--- src/rtl/cpu_seq_ctrl_pkg.sv ---
// Shared encodings for the ONC-16 control sequencer: state codes, op classes
// and the timeout counter width helper.
package cpu_seq_ctrl_pkg;

    localparam int OPC_W = 3;
    localparam int SEQ_W = 3;

    typedef enum logic [SEQ_W-1:0] {
        SEQ_IDLE   = 3'd0,
        SEQ_FETCH  = 3'd1,
        SEQ_DECODE = 3'd2,
        SEQ_EXEC   = 3'd3,
        SEQ_MEM    = 3'd4,
        SEQ_BRANCH = 3'd5,
        SEQ_HALT   = 3'd6,
        SEQ_ERR    = 3'd7
    } seq_state_t;

    typedef enum logic [OPC_W-1:0] {
        OPC_ALU  = 3'd0,
        OPC_LD   = 3'd1,
        OPC_ST   = 3'd2,
        OPC_BR   = 3'd3,
        OPC_NOP  = 3'd4,
        OPC_HALT = 3'd5
    } op_class_t;

    // Counter width able to hold 0..n, never narrower than one bit.
    function automatic int to_width(input int unsigned n);
        int w;
        w = $clog2(n + 1);
        return (w < 1) ? 1 : w;
    endfunction

endpackage

--- src/rtl/cpu_seq_ctrl_if.sv ---
// Memory-side handshake of the sequencer: request, direction, address select
// and the completion strobe.
interface cpu_seq_ctrl_if;

    logic mem_req;
    logic mem_we;
    logic addr_sel;
    logic mem_rdy;

    modport master (
        output mem_req,
        output mem_we,
        output addr_sel,
        input  mem_rdy
    );

    modport slave (
        input  mem_req,
        input  mem_we,
        input  addr_sel,
        output mem_rdy
    );

endinterface

--- src/rtl/cpu_seq_ctrl_seq_mem_timer.sv ---
// Memory access watchdog: counts stalled request cycles and flags the last
// permitted one. MEM_TIMEOUT of 0 disables the flag.
module seq_mem_timer
    import cpu_seq_ctrl_pkg::*;
#(
    parameter  int unsigned MEM_TIMEOUT = 16,
    localparam int          TO_W        = to_width(MEM_TIMEOUT)
) (
    input  logic clock,
    input  logic n_rst,
    input  logic clr,
    input  logic en,
    output logic timeout
);

    localparam logic [TO_W-1:0] LAST =
        TO_W'((MEM_TIMEOUT == 0) ? 0 : MEM_TIMEOUT - 1);

    logic [TO_W-1:0] cnt;

    always_ff @(posedge clock or negedge n_rst) begin
        if (!n_rst) begin
            cnt <= '0;
        end else if (clr) begin
            cnt <= '0;
        end else if (en) begin
            cnt <= cnt + 1'b1;
        end
    end

    // en already excludes mem_rdy, so a completing access never times out.
    assign timeout = (MEM_TIMEOUT != 0) && en && (cnt == LAST);

endmodule

--- src/rtl/cpu_seq_ctrl.sv ---
// Multi-cycle control sequencer for the ONC-16 core: fetch, decode, then
// execute / memory / branch, with halt and sticky error handling.
module cpu_seq_ctrl
    import cpu_seq_ctrl_pkg::*;
#(
    parameter int unsigned MEM_TIMEOUT = 16
) (
    input  logic               clock,
    input  logic               n_rst,
    cpu_seq_ctrl_if.master     bus,
    input  logic [OPC_W-1:0]   op_class,
    input  logic               bre,
    input  logic               run,
    output logic               ir_we,
    output logic               pc_inc,
    output logic               pc_load,
    output logic               de,
    output logic               flag_we,
    output logic               rf_we,
    output logic               halted,
    output logic               bus_err,
    output logic               ill_op,
    output logic [SEQ_W-1:0]   state
);

    seq_state_t       state_q;
    logic [OPC_W-1:0] op_q;
    logic             in_access;
    logic             to_en;
    logic             to_clr;
    logic             timeout;

    assign in_access = (state_q == SEQ_FETCH) || (state_q == SEQ_MEM);
    assign to_en     = in_access && !bus.mem_rdy;
    assign to_clr    = !in_access || bus.mem_rdy;

    seq_mem_timer #(
        .MEM_TIMEOUT(MEM_TIMEOUT)
    ) u_timer (
        .clock   (clock),
        .n_rst   (n_rst),
        .clr     (to_clr),
        .en      (to_en),
        .timeout (timeout)
    );

    always_ff @(posedge clock or negedge n_rst) begin
        if (!n_rst) begin
            state_q <= SEQ_IDLE;
            op_q    <= '0;
            bus_err <= 1'b0;
            ill_op  <= 1'b0;
        end else begin
            case (state_q)
                SEQ_IDLE: state_q <= SEQ_FETCH;
                SEQ_FETCH: begin
                    if (bus.mem_rdy) begin
                        state_q <= SEQ_DECODE;
                    end else if (timeout) begin
                        state_q <= SEQ_ERR;
                        bus_err <= 1'b1;
                    end
                end
                SEQ_DECODE: begin
                    op_q <= op_class;
                    case (op_class)
                        OPC_ALU:         state_q <= SEQ_EXEC;
                        OPC_LD, OPC_ST:  state_q <= SEQ_MEM;
                        OPC_BR:          state_q <= SEQ_BRANCH;
                        OPC_NOP:         state_q <= SEQ_FETCH;
                        OPC_HALT:        state_q <= SEQ_HALT;
                        default: begin
                            state_q <= SEQ_ERR;
                            ill_op  <= 1'b1;
                        end
                    endcase
                end
                SEQ_EXEC:   state_q <= SEQ_FETCH;
                SEQ_MEM: begin
                    if (bus.mem_rdy) begin
                        state_q <= SEQ_FETCH;
                    end else if (timeout) begin
                        state_q <= SEQ_ERR;
                        bus_err <= 1'b1;
                    end
                end
                SEQ_BRANCH: state_q <= SEQ_FETCH;
                SEQ_HALT: begin
                    if (run) begin
                        state_q <= SEQ_FETCH;
                    end
                end
                SEQ_ERR:    state_q <= SEQ_ERR;
                default:    state_q <= SEQ_ERR;
            endcase
        end
    end

    // Strobes decode straight from the state so an async reset kills them at once.
    always_comb begin
        ir_we        = 1'b0;
        pc_inc       = 1'b0;
        pc_load      = 1'b0;
        de           = 1'b0;
        flag_we      = 1'b0;
        rf_we        = 1'b0;
        halted       = 1'b0;
        bus.mem_req  = 1'b0;
        bus.mem_we   = 1'b0;
        bus.addr_sel = 1'b0;
        case (state_q)
            SEQ_FETCH: begin
                bus.mem_req = 1'b1;
                ir_we       = bus.mem_rdy;
                pc_inc      = bus.mem_rdy;
            end
            SEQ_EXEC: begin
                flag_we = 1'b1;
                rf_we   = 1'b1;
            end
            SEQ_MEM: begin
                bus.mem_req  = 1'b1;
                bus.addr_sel = 1'b1;
                bus.mem_we   = (op_q == OPC_ST);
                rf_we        = bus.mem_rdy && (op_q == OPC_LD);
            end
            SEQ_BRANCH: begin
                de      = 1'b1;
                pc_load = bre;
            end
            SEQ_HALT, SEQ_ERR: halted = 1'b1;
            default: ;
        endcase
    end

    assign state = state_q;

endmodule

--- src/flat_wrapper.sv ---
// flat-port wrapper written by rule: the top's interface ports become plain ports
module cpu_seq_ctrl_flat import cpu_seq_ctrl_pkg::*;
#(
    parameter int unsigned MEM_TIMEOUT = 16
)
  (clock, n_rst, op_class, bre, run, ir_we, pc_inc, pc_load, de, flag_we, rf_we, halted, bus_err, ill_op, state, bus_mem_req, bus_mem_we, bus_addr_sel, bus_mem_rdy);
  cpu_seq_ctrl_if bus_i ();
  input  logic clock;
  input  logic n_rst;
  input  logic [OPC_W-1:0] op_class;
  input  logic bre;
  input  logic run;
  output logic ir_we;
  output logic pc_inc;
  output logic pc_load;
  output logic de;
  output logic flag_we;
  output logic rf_we;
  output logic halted;
  output logic bus_err;
  output logic ill_op;
  output logic [SEQ_W-1:0] state;
  output wire logic [$bits(bus_i.mem_req)-1:0] bus_mem_req;
  output wire logic [$bits(bus_i.mem_we)-1:0] bus_mem_we;
  output wire logic [$bits(bus_i.addr_sel)-1:0] bus_addr_sel;
  input wire logic [$bits(bus_i.mem_rdy)-1:0] bus_mem_rdy;
  assign bus_mem_req = bus_i.mem_req;
  assign bus_mem_we = bus_i.mem_we;
  assign bus_addr_sel = bus_i.addr_sel;
  assign bus_i.mem_rdy = bus_mem_rdy;
  cpu_seq_ctrl #(.MEM_TIMEOUT(MEM_TIMEOUT)) u_core (.clock(clock), .n_rst(n_rst), .bus(bus_i), .op_class(op_class), .bre(bre), .run(run), .ir_we(ir_we), .pc_inc(pc_inc), .pc_load(pc_load), .de(de), .flag_we(flag_we), .rf_we(rf_we), .halted(halted), .bus_err(bus_err), .ill_op(ill_op), .state(state));
endmodule
--- config.mk ---
export PLATFORM = sky130hd
export DESIGN_NAME = cpu_seq_ctrl_flat
export DESIGN_NICKNAME = d
export VERILOG_FILES = /design/src/rtl/cpu_seq_ctrl_pkg.sv /design/src/rtl/cpu_seq_ctrl_if.sv /design/src/rtl/cpu_seq_ctrl_seq_mem_timer.sv /design/src/rtl/cpu_seq_ctrl.sv /design/src/flat_wrapper.sv
export SDC_FILE = /design/constraint.sdc
export NUM_CORES = 1
export LEC_CHECK = 0
export CORE_MARGIN = 1
export CORE_UTILIZATION = 55
export CTS_BUF_LIST = sky130_fd_sc_hd__clkbuf_8
export DETAILED_ROUTE_END_ITERATION = 10
export DONT_BUFFER_PORTS = 1
export PLACE_DENSITY = 0.7
export SKIP_CTS_REPAIR_TIMING = 1
export SYNTH_ARGS = -nofsm -noshare
export SYNTH_HDL_FRONTEND = slang
export SYNTH_SLANG_ARGS = --single-unit
--- constraint.sdc ---
create_clock -name clock -period 2.15 [get_ports clock]
set_clock_uncertainty 0.15 [all_clocks]
set_input_delay 0.43 -clock clock [delete_from_list [all_inputs] [get_ports clock]]
set_output_delay 0.43 -clock clock [all_outputs]
set_load 0.03 [all_outputs]
wires.png
(8 px per um)
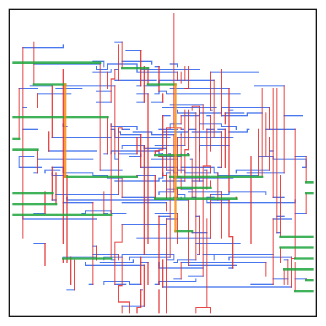
blue -> metal 1  # wire length 604 um
orange -> metal 4  # wire length 29.9 um
red -> metal 2  # wire length 691 um
green -> metal 3  # wire length 124 um
GRT Resource Usage Total: 26.9%
via total after detailed routing: 536
WL final: 1450 um

flops_by_reg.png
(8 px per um)
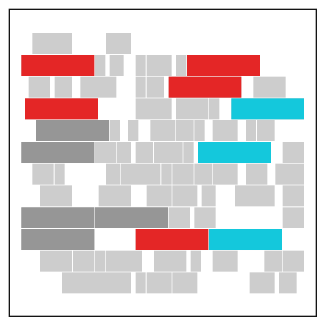
cyan -> `u_core.state`  # placed flops 3
red -> `u_core.u_timer.cnt`  # placed flops 5
final core utilization: 73.2%
sequential power: 405 uW
footprint of the flip-flops and latches: 325 um2
flip-flop and latch share of the layout cell area: 38.5%

congestion.png
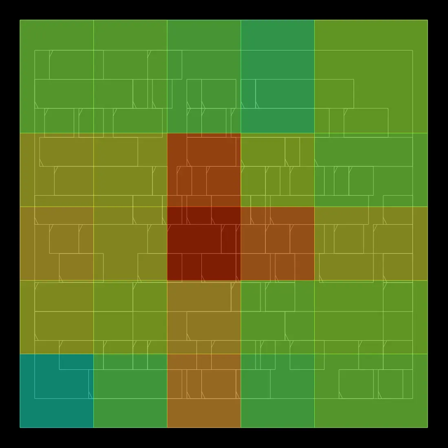
gr busiest metal: met2
met3 Resource Use GR: 13.4%
DR WL/cell: 15.8 um
met2 track demand over resource in global routing: 38.6%
met1 capacity usage during global routing: 33.1%

clk_routes.png
(10 px per um)
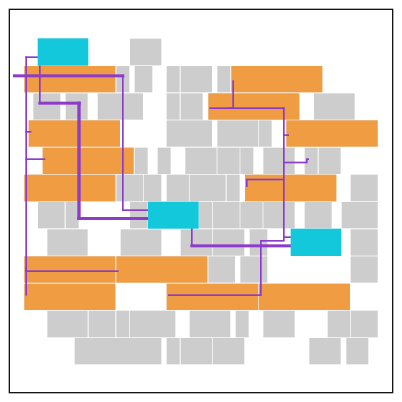
cyan -> clock drivers  # count 3
purple -> clock wires  # length 167 um
orange -> flip-flops  # count 13
routed clock nets = 4
clock network latency to the later pin of the worst-skew pair: 240 ps
Clock group: 207 uW
part of the power in the clock network: 16.6%

layer_met3.png
(8 px per um) Cells faint in the background.
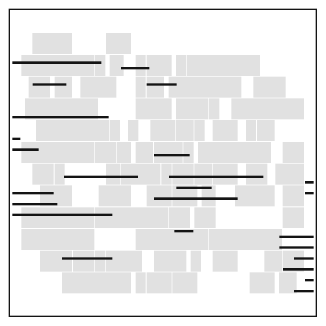
main direction = horizontal
longest straight run = 12.2 um
share of all routed wire = 8.6%
wire length on this layer = 124 um
nets with wire on the layer = 20

kinds of logic after synthesis:
family / count (synthesis) / share of synthesized area (%)
buffers and inverters: 10 / 7.46
flip-flops: 13 / 45.1
AND-OR/OR-AND: 8 / 9.38
multiplexers: 3 / 4.69
XOR/XNOR: 4 / 4.86
AND/OR/NAND/NOR: 30 / 25.0
adder cells (fa/ha/maj): 2 / 3.47
area by class of cell:
class / count / area [um2]
clock buffers: 3 / 41.3
clock inverters: 1 / 3.75
fillers: 87 / 310
inverters: 4 / 15.0
multi-input cells: 47 / 365
flip-flops and latches: 13 / 325
well taps: 14 / 17.5
repair buffers: 10 / 77.6
cell usage in the layout (no fill, tap or decap), drive strengths merged, types with 2 or more instances in the layout:
| master | Yosys | final |
|---|---|---|
| nand3 | 2 | 2 |
| or2 | 2 | 2 |
| ha | 2 | 2 |
| and3 | 2 | 2 |
| inv | 4 | 5 |
| clkbuf | 2 | 3 |
| dfrtp | 13 | 13 |
| nand2 | 2 | 2 |
| nor2 | 8 | 8 |
| and3b | 2 | 2 |
| xnor2 | 3 | 3 |
| buf | 4 | 9 |
| o2bb2ai | 2 | 2 |
| and2 | 3 | 3 |
| or3b | 2 | 2 |
| mux2 | 3 | 3 |
power by group:
part           internal, uW  switching, uW  leakage (uW)
registers               323           82.2      0.000165
clock network           126           81.8     0.0000269
logic                   250            387      0.000205
cells in the mapped netlist, types with 2 or more instances:
library cell                count  area, um2
sky130_fd_sc_hd__inv_1          4       15.0
sky130_fd_sc_hd__ha_1           2       25.0
sky130_fd_sc_hd__nand3_1        2       10.0
sky130_fd_sc_hd__o2bb2ai_1      2       17.5
sky130_fd_sc_hd__clkbuf_1       2       7.51
sky130_fd_sc_hd__mux2_2         3       33.8
sky130_fd_sc_hd__xnor2_1        3       26.3
sky130_fd_sc_hd__and3_1         2       12.5
sky130_fd_sc_hd__nand2_1        2       7.51
sky130_fd_sc_hd__nor2_1         8       30.0
sky130_fd_sc_hd__and3b_1        2       17.5
sky130_fd_sc_hd__and2_1         3       18.8
sky130_fd_sc_hd__dfrtp_1       13        325
sky130_fd_sc_hd__buf_4          2       15.0
sky130_fd_sc_hd__or2_2          2       12.5
metrics by stage:
step | hold WS (ps) | std cells | setup WS, ps | instance area (um2) | power, uW
after floorplan | -15.6 | 70 | 50.8 | 736 | 898
after global placement | -15.3 | 87 | 324 | 782 | 1010
after detailed placement | -15.3 | 87 | 284 | 782 | 1030
after CTS | -281 | 91 | 13.0 | 827 | 1240
after global routing | 162 | 92 | 36.8 | 846 | 1330
final | 172 | 92 | 75.2 | 846 | 1250
how the worst min path moves through the flow:
stage,endpoint,cells past startpoint
after floorplan,u_core.bus_err,0
after global placement,u_core.state[1],0
after detailed placement,u_core.state[1],0
after CTS,u_core.u_timer.cnt[4],0
after global routing,u_core.ill_op,2
final,u_core.ill_op,2
sequential cells by signal, summed over array words and instances (netlist names):
name                cells
u_core.state            3
u_core.ill_op           1
u_core.u_timer.cnt      5
u_core.op_q             3
u_core.bus_err          1
layer usage:
layer	global-route usage, %	routed length [um]
met5	0	0
met4	13.4	29
met3	13.4	124
met2	38.6	691
met1	33.1	603
==> results.sh <==
# source this file to load flow results
export IMPL_run_status="completed"
export IMPL_drive_above_1_share_pct=25.6
export IMPL_cts_path_max_buffers=2
export IMPL_fp_util_pct=62.3
export IMPL_flow_area_growth_from_synthesis_pct=17.4
export IMPL_design_portCount=23
export IMPL_postRouteAntennaNets=0
export IMPL_final_net_count=89
export IMPL_grt_pass1_wl_um=2520
export IMPL_worst_path_stages=3
export IMPL_synth_edff_count=0
export IMPL_crit_start="u_core.state[0]"
export IMPL_clock_tree_from_tritoncts="done"
export IMPL_grt_max_degree=14
export IMPL_cp_buffers_inverters=0
export IMPL_gp_congestion=0.771
export IMPL_slowest_delay_ps=440
export IMPL_timing_hold_violations_final=0
export IMPL_rsz0062_at_grt="no"
export IMPL_worst_setup_path_end_kind="primary output"
export IMPL_yosys_warnings=0
export IMPL_drc_marker_count_from_the_first_detailed_route_iteration=23
export IMPL_placement_io_buffers=0
export IMPL_die_y_um=38.2
export IMPL_timing_max_transition_violations_final=0
export IMPL_ff_to_ff_path_depth=5
export IMPL_critical_path_slowest_cell="sky130_fd_sc_hd__or3b_4"
export IMPL_clock_sink_count=13
export IMPL_clk_root_buffer_cell="sky130_fd_sc_hd__clkbuf_8"
export IMPL_synth_yosys_chip_area_um2=721
export IMPL_netlist_instances=70
export IMPL_cp_required_ps=1570
export IMPL_worst_r2r_startpoint="u_core.u_timer.cnt[0]"
export IMPL_ff2ff_setup_slack_ps=290
export IMPL_ctsHtreeMaxLevel=1
export IMPL_crit_fanout=4
export IMPL_worst_setup_path_start_kind="register"
export IMPL_postSynth_asyncResetShare_pct=100
export IMPL_overflow=0
export IMPL_final_setup_tns_ps=0
export IMPL_fp_dieW_um=38.2
export IMPL_min_delay_path_class="in -> reg"
export IMPL_fp_coreArea_um2=1160
export IMPL_number_of_antenna_violations_at_the_first_check_in_global_routing=0
export IMPL_drcViolationCount=0
export IMPL_fmax_ghz=0.482
export IMPL_hold_path_startpoint="op_class[2]"
export IMPL_die_area_um2=1460
export IMPL_setup_violations=0
export IMPL_cts_inserted_buffers=3
export IMPL_layout_min_cycle_time_ps=2070
export IMPL_worstPathArrival_ps=1490
export IMPL_cts_clk_slew_worst_paths_ps=50
export IMPL_crit_chain="or3b_4 -> nor4_2 -> or2_4"
export IMPL_drv_max_cap_violation_count=0
export IMPL_timing_worst_slew_pin_value_ps=564
export IMPL_synth_area_per_cell_um2=10.3
export IMPL_worst_setup_path_type="reg -> out"
export IMPL_synth_yosys_num_cells=70
export IMPL_worstReg2RegEnd="u_core.state[0]"
export IMPL_antenna_cells_inserted=0
export IMPL_post_synth_num_cell_types=33
export IMPL_critical_path_endpoint="rf_we"
export IMPL_avgViaCountPerCell=5.83
export IMPL_mappedNetlistArea_um2=721
export IMPL_floorplan_rows=12
export IMPL_critical_path_top_delay_family="simple AND/OR/NAND/NOR gates"
export IMPL_power_per_cell_area_nw_per_um2=1480
export IMPL_hpwlAfterDp_um=1060
export IMPL_openroad_warnings=26
export IMPL_timing_slew_headroom_pct=62.3
export IMPL_irDropWorstVdd_uv=937
export IMPL_finalCritPeriodShare_pct=96.5
export IMPL_synth_yosys_seq_area_share_pct=45.1
export IMPL_first_global_vias=550
export IMPL_synthesis_nets=80
export IMPL_detail_route_first_pass_iterations=4
export IMPL_cellLeakagePower_uw=0.000397
export IMPL_ys_flop_type="sky130_fd_sc_hd__dfrtp_1"
export IMPL_ys_seq_elements=13
Power and IR drop assume default switching activity.
